File: config.mk
export PLATFORM = sky130hd
export DESIGN_NAME = voice_mixer
export DESIGN_NICKNAME = d
export VERILOG_FILES = /design/src/rtl/voice_mixer.sv
export SDC_FILE = /design/constraint.sdc
export NUM_CORES = 1
export LEC_CHECK = 0
export CORE_UTILIZATION = 55
export CTS_CLUSTER_SIZE = 16
export DETAILED_ROUTE_END_ITERATION = 8
export PLACE_DENSITY_LB_ADDON = 0.2
export SYNTH_ARGS = -nofsm -noshare
export SYNTH_HDL_FRONTEND = slang
export SYNTH_SLANG_ARGS = --single-unit
export TNS_END_PERCENT = 30
File: constraint.sdc
create_clock -name clk -period 9.9 [get_ports clk]
set_clock_uncertainty 0.1 [all_clocks]
set_input_delay 0.99 -clock clk [delete_from_list [all_inputs] [get_ports clk]]
set_output_delay 0.99 -clock clk [all_outputs]
set_load 0.01 [all_outputs]
File: src/rtl/voice_mixer.sv
// voice_mixer: four-channel stereo mixer. Snapshots four signed voice samples
// with volume and pan on each accepted sample tick, multiply-accumulates them
// through one shared multiplier and presents saturated 16-bit left/right words.
module voice_mixer (
  input  logic               clk,
  input  logic               rst_active_low,
  input  logic               sample_tick,
  input  logic signed [15:0] voice_0,
  input  logic signed [15:0] voice_1,
  input  logic signed [15:0] voice_2,
  input  logic signed [15:0] voice_3,
  input  logic        [3:0]  vol_0,
  input  logic        [3:0]  vol_1,
  input  logic        [3:0]  vol_2,
  input  logic        [3:0]  vol_3,
  input  logic        [1:0]  pan_0,
  input  logic        [1:0]  pan_1,
  input  logic        [1:0]  pan_2,
  input  logic        [1:0]  pan_3,
  input  logic               mute,
  output logic signed [15:0] pcm_left,
  output logic signed [15:0] pcm_right,
  output logic               pcm_valid,
  output logic               busy,
  output logic               overrun
);

  typedef enum logic [1:0] {
    StIdle = 2'd0,
    StMac  = 2'd1,
    StOut  = 2'd2
  } state_e;

  state_e state_q;
  logic [1:0] idx_q;

  // Frame snapshot, frozen for the whole frame
  logic signed [15:0] voice_q [4];
  logic        [3:0]  vol_q   [4];
  logic        [1:0]  pan_q   [4];
  logic               mute_q;

  logic signed [17:0] acc_l_q;
  logic signed [17:0] acc_r_q;

  logic               accept;
  logic signed [15:0] voice_sel;
  logic        [3:0]  vol_sel;
  logic        [1:0]  pan_sel;
  logic signed [20:0] product;
  logic signed [17:0] contrib;
  logic               add_left;
  logic               add_right;

  assign accept = (state_q == StIdle) && sample_tick;

  // Clamp an accumulator to the 16-bit signed output range
  function automatic logic signed [15:0] sat16(input logic signed [17:0] v);
    if (v > 18'sd32767) begin
      return 16'sh7fff;
    end else if (v < -18'sd32768) begin
      return 16'sh8000;
    end else begin
      return v[15:0];
    end
  endfunction

  // Select the current channel's operands for the single shared multiplier
  always_comb begin
    voice_sel = voice_q[idx_q];
    vol_sel   = vol_q[idx_q];
    pan_sel   = pan_q[idx_q];
  end

  // Volume is unsigned, so it is zero-extended before the signed multiply;
  // the arithmetic shift floors toward negative infinity.
  assign product   = voice_sel * $signed({1'b0, vol_sel});
  assign contrib   = 18'(product >>> 4);
  assign add_left  = (pan_sel == 2'b00) || (pan_sel == 2'b01);
  assign add_right = (pan_sel == 2'b00) || (pan_sel == 2'b10);

  // Control FSM with registered outputs; a tick outside idle is dropped
  always_ff @(posedge clk or negedge rst_active_low) begin
    if (!rst_active_low) begin
      state_q   <= StIdle;
      idx_q     <= 2'd0;
      pcm_left  <= '0;
      pcm_right <= '0;
      pcm_valid <= 1'b0;
      busy      <= 1'b0;
      overrun   <= 1'b0;
    end else begin
      pcm_valid <= 1'b0;
      if (sample_tick && (state_q != StIdle)) begin
        overrun <= 1'b1;
      end
      unique case (state_q)
        StIdle: begin
          if (sample_tick) begin
            state_q <= StMac;
            idx_q   <= 2'd0;
            busy    <= 1'b1;
          end
        end
        StMac: begin
          idx_q <= idx_q + 2'd1;
          if (idx_q == 2'd3) begin
            state_q <= StOut;
          end
        end
        StOut: begin
          if (mute_q) begin
            pcm_left  <= '0;
            pcm_right <= '0;
          end else begin
            pcm_left  <= sat16(acc_l_q);
            pcm_right <= sat16(acc_r_q);
          end
          pcm_valid <= 1'b1;
          busy      <= 1'b0;
          state_q   <= StIdle;
        end
        default: begin
          state_q <= StIdle;
          busy    <= 1'b0;
        end
      endcase
    end
  end

  // Snapshot inputs on an accepted tick and accumulate one channel per MAC cycle
  always_ff @(posedge clk or negedge rst_active_low) begin
    if (!rst_active_low) begin
      for (int i = 0; i < 4; i++) begin
        voice_q[i] <= '0;
        vol_q[i]   <= '0;
        pan_q[i]   <= '0;
      end
      mute_q  <= 1'b0;
      acc_l_q <= '0;
      acc_r_q <= '0;
    end else if (accept) begin
      voice_q[0] <= voice_0;
      voice_q[1] <= voice_1;
      voice_q[2] <= voice_2;
      voice_q[3] <= voice_3;
      vol_q[0]   <= vol_0;
      vol_q[1]   <= vol_1;
      vol_q[2]   <= vol_2;
      vol_q[3]   <= vol_3;
      pan_q[0]   <= pan_0;
      pan_q[1]   <= pan_1;
      pan_q[2]   <= pan_2;
      pan_q[3]   <= pan_3;
      mute_q     <= mute;
      acc_l_q    <= '0;
      acc_r_q    <= '0;
    end else if (state_q == StMac) begin
      // Four contributions of at most 30720 in magnitude fit in 18 bits
      if (add_left) begin
        acc_l_q <= acc_l_q + contrib;
      end
      if (add_right) begin
        acc_r_q <= acc_r_q + contrib;
      end
    end
  end

endmodule

==> reports/results.ini <==
[worst_setup_path]
critPathBufInv = 3
regToRegSetupSlack_ns = 2.60
worstSetupEndpointType = flip-flop
r2r_cells = 27
cp.arrival_ns = 7.56
path_delay_family = AND-OR/OR-AND gates
required_ns = 10.16
max_stage_delay_ns = 0.70
path_depth = 27
cp_slowest_cell = mux4_2

[global_routing]
grt_use_total_pct = 24.3
grt_pass1_wl_mm = 38.0
antenna_found_initial = 0
grt_pass1_vias = 8060
use_met1_pct = 32.6
met3_usage_pct = 3.73
overflow = 0

[hold_path]
hp-start = vol_q[13]$_DFFE_PN0P_
hold_end = vol_q[13]$_DFFE_PN0P_

[outcome]
violations = design-rule violations
status = complete, but fails checks

[clock_network]
cts-buffers-inserted = 17
postCtsResizedCells = 0
cts.path.max_buffers = 2
clk_pin_slew_ns = 0.07
clock-root-buffer = clkbuf_16
numClockSinks = 164
insertion_delay_ns = 0.43
htreeDepth = 4

[synthesis]
floorplan.nets = 1361
top_cells_by_count = 343 x nand2_1, 164 x dfrtp_1, 85 x inv_1
ys_seq_elements = 164
syn_area_um2 = 10300
ys_sh_adder_pct = 15.4
topCellsByArea = dfrtp_1 40%, nand2_1 12%, ha_1 8.8%
yosysCellCount = 1162
yosysWarnings = 0
avgSynthCellArea_um2 = 8.88
simple_gate_share_pct = 22.0
ys_chip_area_um2 = 10300
netlist_instances = 1162
synth-main-ff-cell = dfrtp_1
synth.largest_area_cell = dfrtp_1
ys_sh_xor_pct = 3.14
topCombFamilyByArea = simple AND/OR/NAND/NOR gates
synth_cell_type_count = 48
edf_count = 0

[drt]
m1WireLength_mm = 10.1
drc = 2
route.met2.wl_mm = 10.3
met3WireLength_um = 894
drt_iter0_drc = 459
wl_per_cell_um = 14.5

[placed_design]
gp_congestion = 0.924
place_worst_setup_slack_ns = 2.58
dp.cells = 1475

[finish]
comb_area_share_pct = 46.6
regArea_um2 = 4100
signal_buffers = 132
top_register = voice_q
seq_cells = 164
logic_area_um2 = 5720
final_area_um2 = 12300
top_regs = voice_q (64), acc_l_q (18), acc_r_q (18)
layout.nonclk_buf_share_pct = 10.7
final_common_cell = nand2_1
final_cell_count_no_fill = 1505
num-multi-input-gates = 865
inv_count = 85

[floorplanning]
coreArea_um2 = 18200
fp_util_pct = 56.7

[sta]
slew_viol_final = 0
final.setup.worst_slack_ns = 2.60
tightest_slew_ns = 1.09
slew_headroom_pct = 27.1
tns_ns = 0

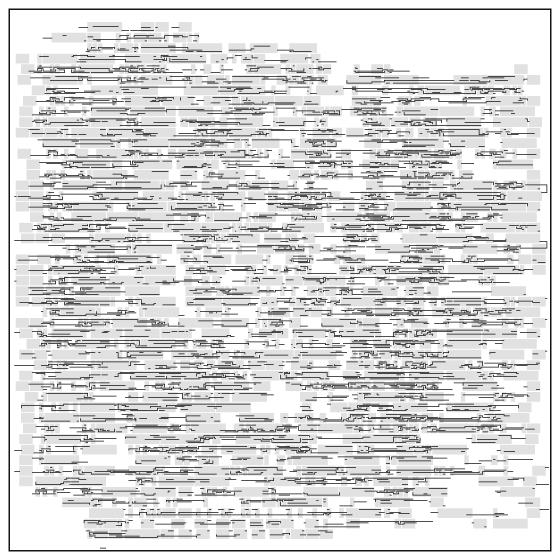
**Above:** signal wires on met1.
Cells faint in the background.
main direction: horizontal
wire length on this layer: 10100 um

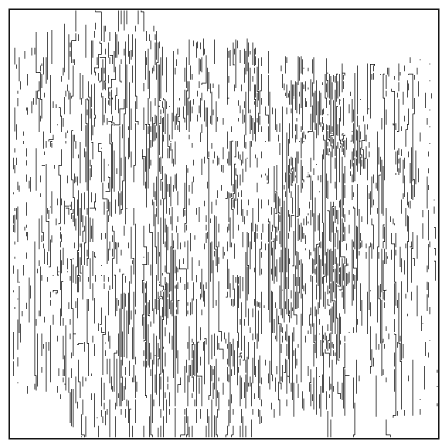
**Above:** metal 2.
nets with wire on the layer: 1139
longest straight run: 66.8 um
wire length on this layer: 10300 um
main direction: vertical
Via Count: 8033
M2 GR Usage: 39.9%

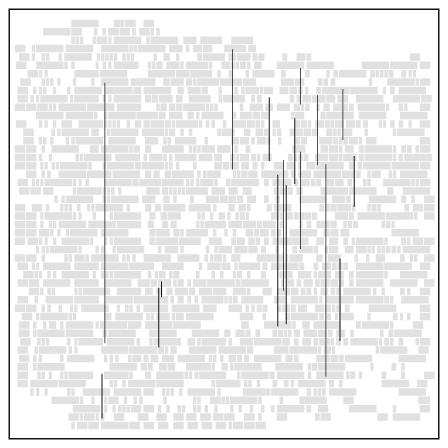
**Above:** metal 4.
Cells faint in the background.
longest straight run: 84.3 um
nets with wire on the layer: 14
main direction: vertical
wire length on this layer: 532 um
routed wire length: 21.8 mm

